run_1/final_congestion.png
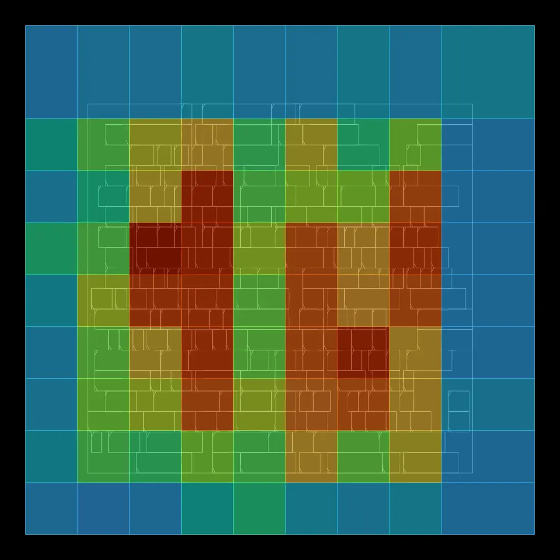
run_1/met1.png
The bar under the picture is 20 um long. Supply wires on this layer in gray. Cells faint in the background.
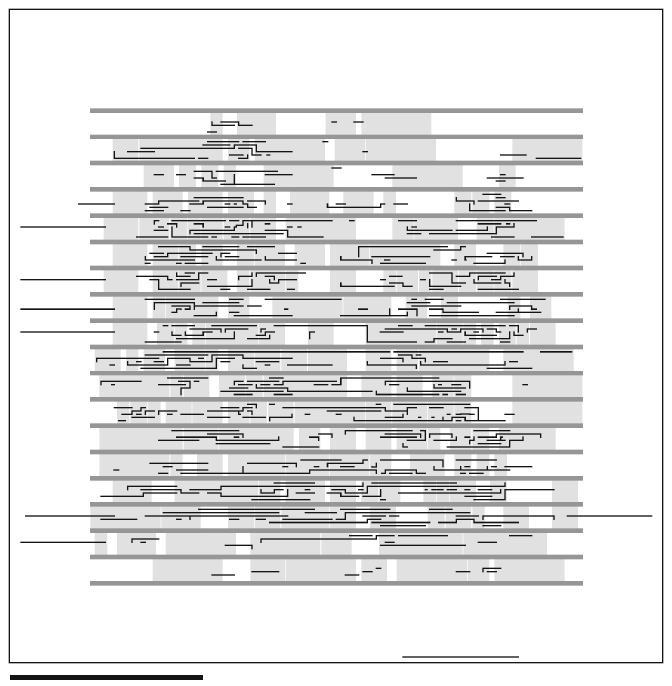
run_1/registers.png
The bar under the picture is 20 um long. Other sequential cells in the stronger gray, the rest of the logic in the fainter gray.
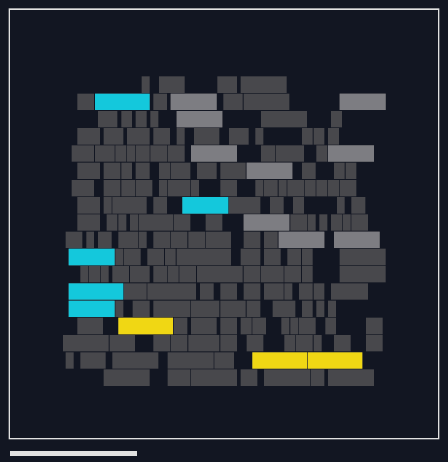
run_1/port_nets.png
The bar under the picture is 20 um long.
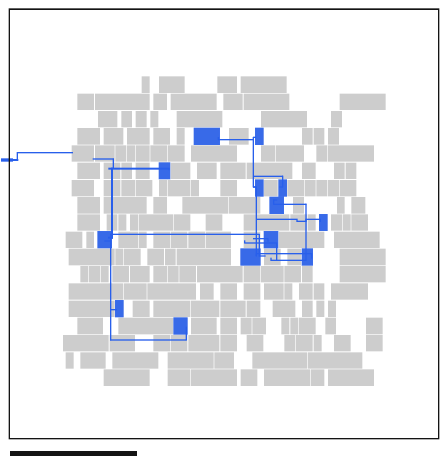
<file path="src/rtl/rv32i_multicycle_ctrl_if.sv">
// Memory handshake bundle between the multi-cycle controller and the instruction/data memories.
//   imem_req    : controller requests an instruction word (FETCH)
//   imem_ready  : instruction word valid this cycle
//   type_select : opcode[6:2] of the instruction word, valid while imem_ready=1
//   dmem_ready  : data access completes this cycle
// The master modport is the controller side; the slave modport is the memory side.
interface rv32i_multicycle_ctrl_if #(
  parameter int unsigned TYPE_W = 5
);
  logic              imem_req;
  logic              imem_ready;
  logic [TYPE_W-1:0] type_select;
  logic              dmem_ready;

  modport master (
    output imem_req,
    input  imem_ready,
    input  type_select,
    input  dmem_ready
  );

  modport slave (
    input  imem_req,
    output imem_ready,
    output type_select,
    output dmem_ready
  );
endinterface

</file>
<file path="src/rtl/rv32i_multicycle_ctrl.sv">
// Multi-cycle control unit for the RV32I core. Sequences each instruction through
// FETCH/DECODE/EXEC/MEM/WB, waits on instruction/data memory ready, detects bus timeouts
// and drives the 6-bit ctrl_wrd datapath control word with strobes gated to the right phase.
//
// Ports:
//   clk       : rising-edge clock
//   rst_n     : synchronous active-low reset
//   bus       : memory handshake (imem_req, imem_ready, type_select, dmem_ready), master side
//   ctrl_wrd  : {s_inc_imm_i_PC, s_reg_imm_ALU_B, s_ALU_dmem_wregdata,
//                sig_w_ctrl_reg, sig_r_ctrl_data_mem, sig_w_ctrl_data_mem}
//   ir_we     : latch the instruction register
//   pc_we     : update PC, asserted in the last cycle of each instruction
//   state     : current FSM state (debug)
//   bus_fault : sticky, a memory wait exceeded MEM_TIMEOUT cycles
//   illegal   : sticky, an unknown instruction type was decoded
//   halted    : FSM is in TRAP (left only by reset)
//
// Optional feature macro: CTRL_ILLEGAL_TRAP_EN. When defined, an unknown type traps in DECODE
// and sets illegal. When undefined, an unknown type executes as a 3-cycle NOP and illegal is 0.
module rv32i_multicycle_ctrl #(
  parameter int unsigned TYPE_W      = 5,
  parameter int unsigned MEM_TIMEOUT = 16,
  parameter int unsigned CNT_W       = 5
) (
  input  logic                          clk,
  input  logic                          rst_n,
  rv32i_multicycle_ctrl_if.master       bus,
  output logic [5:0]                    ctrl_wrd,
  output logic                          ir_we,
  output logic                          pc_we,
  output logic [2:0]                    state,
  output logic                          bus_fault,
  output logic                          illegal,
  output logic                          halted
);

  typedef enum logic [2:0] {
    StFetch  = 3'd0,
    StDecode = 3'd1,
    StExec   = 3'd2,
    StMem    = 3'd3,
    StWb     = 3'd4,
    StTrap   = 3'd5
  } state_e;

  localparam logic [TYPE_W-1:0] TyLui   = TYPE_W'(5'b01101);
  localparam logic [TYPE_W-1:0] TyAuipc = TYPE_W'(5'b00101);
  localparam logic [TYPE_W-1:0] TyJal   = TYPE_W'(5'b11011);
  localparam logic [TYPE_W-1:0] TyJalr  = TYPE_W'(5'b11001);
  localparam logic [TYPE_W-1:0] TyLoad  = TYPE_W'(5'b00000);
  localparam logic [TYPE_W-1:0] TyStore = TYPE_W'(5'b01000);
  localparam logic [TYPE_W-1:0] TyRimm  = TYPE_W'(5'b00100);
  localparam logic [TYPE_W-1:0] TyR     = TYPE_W'(5'b01100);
  localparam logic [TYPE_W-1:0] TyB     = TYPE_W'(5'b11000);

  localparam bit               TimeoutEn = (MEM_TIMEOUT != 0);
  localparam logic [CNT_W-1:0] CntLast   = TimeoutEn ? CNT_W'(MEM_TIMEOUT - 1) : '0;

  state_e            state_q;
  logic [TYPE_W-1:0] type_q;
  logic [CNT_W-1:0]  cnt_q;
  logic              bus_fault_q;
  logic              illegal_q;

  function automatic logic is_known(input logic [TYPE_W-1:0] t);
    return t inside {TyLui, TyAuipc, TyJal, TyJalr, TyLoad, TyStore, TyRimm, TyR, TyB};
  endfunction

  // Select bits [5:3] of the base control word; R and unknown types select 000.
  function automatic logic [2:0] base_sel(input logic [TYPE_W-1:0] t);
    logic [2:0] sel;
    sel = 3'b000;
    case (t)
      TyLoad, TyLui:        sel = 3'b011;
      TyStore, TyRimm:      sel = 3'b010;
      TyB, TyAuipc, TyJal:  sel = 3'b100;
      TyJalr:               sel = 3'b110;
      default:              sel = 3'b000;
    endcase
    return sel;
  endfunction

  logic timeout_hit;
  assign timeout_hit = TimeoutEn && (cnt_q == CntLast);

  always_ff @(posedge clk) begin
    if (!rst_n) begin
      state_q     <= StFetch;
      type_q      <= '0;
      cnt_q       <= '0;
      bus_fault_q <= 1'b0;
      illegal_q   <= 1'b0;
    end else begin
      case (state_q)
        StFetch: begin
          if (bus.imem_ready) begin
            type_q  <= bus.type_select;
            state_q <= StDecode;
          end else if (timeout_hit) begin
            bus_fault_q <= 1'b1;
            state_q     <= StTrap;
          end else begin
            cnt_q <= cnt_q + CNT_W'(1);
          end
        end
        StDecode: begin
`ifdef CTRL_ILLEGAL_TRAP_EN
          if (is_known(type_q)) begin
            state_q <= StExec;
          end else begin
            illegal_q <= 1'b1;
            state_q   <= StTrap;
          end
`else
          // Unknown types fall through to EXEC and retire as a NOP.
          state_q <= StExec;
`endif
        end
        StExec: begin
          if (type_q == TyLoad || type_q == TyStore) begin
            cnt_q   <= '0;
            state_q <= StMem;
          end else if (type_q == TyB || !is_known(type_q)) begin
            cnt_q   <= '0;
            state_q <= StFetch;
          end else begin
            state_q <= StWb;
          end
        end
        StMem: begin
          if (bus.dmem_ready) begin
            if (type_q == TyLoad) begin
              state_q <= StWb;
            end else begin
              cnt_q   <= '0;
              state_q <= StFetch;
            end
          end else if (timeout_hit) begin
            bus_fault_q <= 1'b1;
            state_q     <= StTrap;
          end else begin
            cnt_q <= cnt_q + CNT_W'(1);
          end
        end
        StWb: begin
          cnt_q   <= '0;
          state_q <= StFetch;
        end
        StTrap:  state_q <= StTrap;
        default: state_q <= StTrap;
      endcase
    end
  end

  // Outputs decode the registered state; strobes and write enables are additionally gated by
  // rst_n so a reset cycle never fires a register/memory/PC write.
  logic       in_instr;
  logic [2:0] strobe;

  always_comb begin
    in_instr = (state_q == StDecode) || (state_q == StExec) || (state_q == StMem) ||
               (state_q == StWb);
    strobe   = 3'b000;
    pc_we    = 1'b0;
    case (state_q)
      StExec:  pc_we = (type_q == TyB) || !is_known(type_q);
      StMem: begin
        strobe[1] = (type_q == TyLoad);
        strobe[0] = (type_q == TyStore);
        pc_we     = (type_q == TyStore) && bus.dmem_ready;
      end
      StWb: begin
        strobe[2] = 1'b1;
        pc_we     = 1'b1;
      end
      default: ;
    endcase
    strobe   = rst_n ? strobe : 3'b000;
    pc_we    = pc_we && rst_n;
    ctrl_wrd = {(in_instr ? base_sel(type_q) : 3'b000), strobe};
  end

  assign bus.imem_req = (state_q == StFetch);
  assign ir_we        = (state_q == StFetch) && bus.imem_ready && rst_n;
  assign state        = state_q;
  assign halted       = (state_q == StTrap);
  assign bus_fault    = bus_fault_q;
`ifdef CTRL_ILLEGAL_TRAP_EN
  assign illegal      = illegal_q;
`else
  assign illegal      = 1'b0;
`endif

endmodule

</file>
<file path="src/flat_wrapper.sv">
// flat-port wrapper written by rule: the top's interface ports become plain ports
module rv32i_multicycle_ctrl_flat 
#(
  parameter int unsigned TYPE_W      = 5,
  parameter int unsigned MEM_TIMEOUT = 16,
  parameter int unsigned CNT_W       = 5
)
  (clk, rst_n, ctrl_wrd, ir_we, pc_we, state, bus_fault, illegal, halted, bus_imem_req, bus_imem_ready, bus_type_select, bus_dmem_ready);
  rv32i_multicycle_ctrl_if #(.TYPE_W(TYPE_W)) bus_i ();
  input  logic clk;
  input  logic rst_n;
  output logic [5:0] ctrl_wrd;
  output logic ir_we;
  output logic pc_we;
  output logic [2:0] state;
  output logic bus_fault;
  output logic illegal;
  output logic halted;
  output wire logic [$bits(bus_i.imem_req)-1:0] bus_imem_req;
  input wire logic [$bits(bus_i.imem_ready)-1:0] bus_imem_ready;
  input wire logic [$bits(bus_i.type_select)-1:0] bus_type_select;
  input wire logic [$bits(bus_i.dmem_ready)-1:0] bus_dmem_ready;
  assign bus_imem_req = bus_i.imem_req;
  assign bus_i.imem_ready = bus_imem_ready;
  assign bus_i.type_select = bus_type_select;
  assign bus_i.dmem_ready = bus_dmem_ready;
  rv32i_multicycle_ctrl #(.TYPE_W(TYPE_W), .MEM_TIMEOUT(MEM_TIMEOUT), .CNT_W(CNT_W)) u_core (.clk(clk), .rst_n(rst_n), .bus(bus_i), .ctrl_wrd(ctrl_wrd), .ir_we(ir_we), .pc_we(pc_we), .state(state), .bus_fault(bus_fault), .illegal(illegal), .halted(halted));
endmodule
</file>
<file path="config.mk">
export PLATFORM = sky130hd
export DESIGN_NAME = rv32i_multicycle_ctrl_flat
export DESIGN_NICKNAME = d
export VERILOG_FILES = /design/src/rtl/rv32i_multicycle_ctrl_if.sv /design/src/rtl/rv32i_multicycle_ctrl.sv /design/src/flat_wrapper.sv
export SDC_FILE = /design/constraint.sdc
export NUM_CORES = 1
export LEC_CHECK = 0
export CORE_MARGIN = 8
export CORE_UTILIZATION = 43
export CTS_CLUSTER_DIAMETER = 200
export DETAILED_ROUTE_END_ITERATION = 10
export PLACE_DENSITY = 0.69
export SYNTH_ARGS = -nofsm -noshare
export SYNTH_HDL_FRONTEND = slang
export SYNTH_SLANG_ARGS = --single-unit
</file>
<file path="constraint.sdc">
create_clock -name clk -period 2.1 [get_ports clk]
set_clock_uncertainty 0.15 [all_clocks]
set_input_delay 0.525 -clock clk [delete_from_list [all_inputs] [get_ports clk]]
set_output_delay 0.525 -clock clk [all_outputs]
set_load 0.05 [all_outputs]
</file>
==> results_dict.tcl, run 1 <==
# collected from the flow reports
set metrics [dict create \
    ys_cells 146 \
    ff_type "dfxtp_1" \
    placed_cell_area_mm2 0.00169 \
    drtAntennaViolNets 0 \
    reg2reg_slack_ps 130 \
    worstHoldEndpoint "u_core.cnt_q[4]" \
    inverters_excl_clock 5 \
    clock_sinks 17 \
    clock_buffer_count 4 \
    drt-vias-per-instance 5.88 \
    buffers 51 \
    r2r-start "u_core.state[1]" \
    finalSetupViolCount 6 \
    fin_crit_sh 1.11 \
    adder_share 0.0110 \
    p_switching_mw 0.394 \
    htree_levels 1 \
    taps 30 \
    clkSlewWorstSetupHoldPaths_ps 110 \
    reg2reg_depth 8 \
    crit_end "ctrl_wrd[1]" \
    rsz0062_at_grt "true" \
    pwr-share-comb 0.467 \
    area_delta_synth_final_pct 59.9 \
    setup_ws_ps -222 \
    cp-startpoint "u_core.type_q[4]" \
    antenna_found_initial 0 \
    swShare 0.373 \
    netlist_instances 146 \
    violations "setup timing" \
    place_ws_ps -429 \
    drive_gt1_frac 0.403 \
    mux_area_frac 0.0350 \
    run_status "finished, violations left" \
    power_leader "combinational cells" \
    yosys_warnings 0 \
    grt_use_met3 0.0464 \
]
Back to the opening pictures, final_congestion.png:
wire per inst: 15.5 um
met2 usage: 0.269
Total GRT Usage: 0.161

Back to the opening pictures, met1.png:
- wire length on this layer: 1480 um
- share of all routed wire: 43%
- main direction: horizontal
Routed WL: 3.43 mm
met1 Use GR: 0.187

Back to the opening pictures, registers.png:
- u_core.type_q: cyan (sequential cells 5)
- u_core.state: yellow (sequential cells 3)
final core utilization: 0.731
Storage cell area: 359 um^2
sequential power: 0.376 mW
flop share of the area: 0.197

Back to the opening pictures, port_nets.png:
- rst_n: blue (bits 1; direction input; end cells 13; buffers 3; wire 181 um)
IO Count: 24
number of port buffers: 22

[run 1: logic make-up (layout without fill, tap and decap cells)]
group / after synthesis / in the layout
xor+xnor: 2 / 2
mux: 3 / 3
buf+inv: 15 / 60
simple gates: 74 / 74
fa+ha+maj: 1 / 1
compound gates: 33 / 33
other cells: 1 / 1
flops: 17 / 17
[run 1: critical path, cell delays in order, from the launching register on]
cell and delay [ps]:
dfxtp_4 370, nor4_4 290, buf_4 160, nand4_1 120
buf_6 170, nor2_4 90, buf_12 140
[run 1: Yosys cell counts, drive strengths merged (3+ instances only)]
cell     n
nand2   19
dfxtp   17
a21oi   13
nor2    12
nor3     8
buf      6
nand3    6
nor4     6
inv      5
o21ai    5
clkbuf   4
and2     3
nand4b   3
nor2b    3
==> run 2: changes to the inputs <==
Settings changed: CAP_MARGIN set to 5, CORE_UTILIZATION 43 to 50, PLACE_DENSITY 0.69 to 0.78.
run_2/final_congestion.png
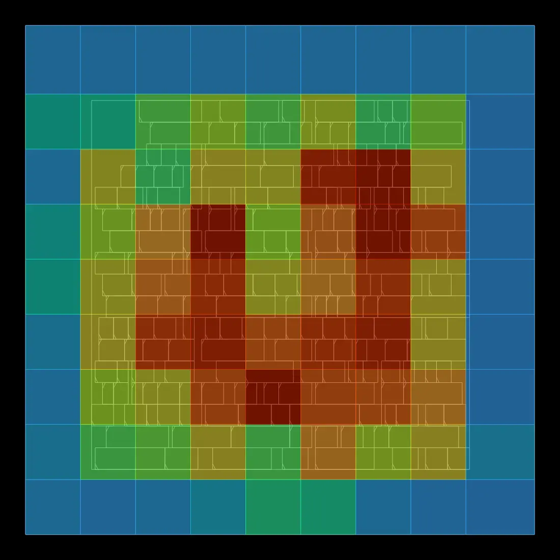
Total GRT Usage: 0.180
met1 Use GR: 0.171

run_2/port_nets.png
The bar under the picture is 20 um long.
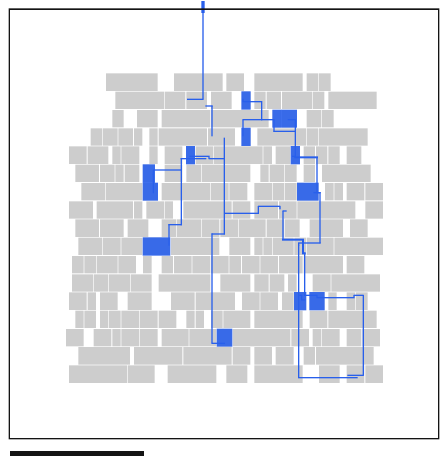
- rst_n: blue (bits 1; direction input; end cells 13; buffers 5; wire 212 um)

==> results_dict.tcl, run 2 <==
# collected from the flow reports
set metrics [dict create \
    run_status "finished, violations left" \
    violations "setup timing" \
    netlist_instances 146 \
    htree_levels 1 \
    ff_type "dfxtp_1" \
    crit_end "ctrl_wrd[1]" \
    finalSetupViolCount 8 \
    taps 28 \
    path_cells "nor4_4 > buf_4 > nand4_1 > buf_6 > nor2_4 > buf_12" \
    reg2reg_slack_ps 70 \
    cp-startpoint "u_core.type_q[4]" \
    buffers 57 \
    inverters_excl_clock 5 \
    mux_area_frac 0.0350 \
    clock_buffer_count 3 \
    reg2reg_depth 8 \
    clock_sinks 17 \
    adder_share 0.0110 \
    placed_cell_area_mm2 0.00170 \
    max_stage_delay_ps 380 \
    setup_ws_ps -241 \
    fin_util 0.837 \
    io_pins 24 \
]
-- run 2: logic make-up (layout without fill, tap and decap cells) --
| logic type | count (synthesis) | in the layout |
|---|---|---|
| compound gates | 33 | 33 |
| xor+xnor | 2 | 2 |
| fa+ha+maj | 1 | 1 |
| buf+inv | 15 | 66 |
| flops | 17 | 17 |
| mux | 3 | 3 |
| other cells | 1 | 1 |
| simple gates | 74 | 74 |
-- run 2: repair_timing --
action	4_1_cts	5_1_grt
hold endpoints to repair	0	0
pin swaps	8	4
endpoints found under the setup margin	12	8
cloned	0	0
resized	14	2
buffers inserted	4	5
-- run 2: power by group --
group / switching (mW) / internal [mW]
logic: 0.257 / 0.247
clock network: 0.112 / 0.0711
registers: 0.0285 / 0.349
Power and IR drop assume default switching activity.
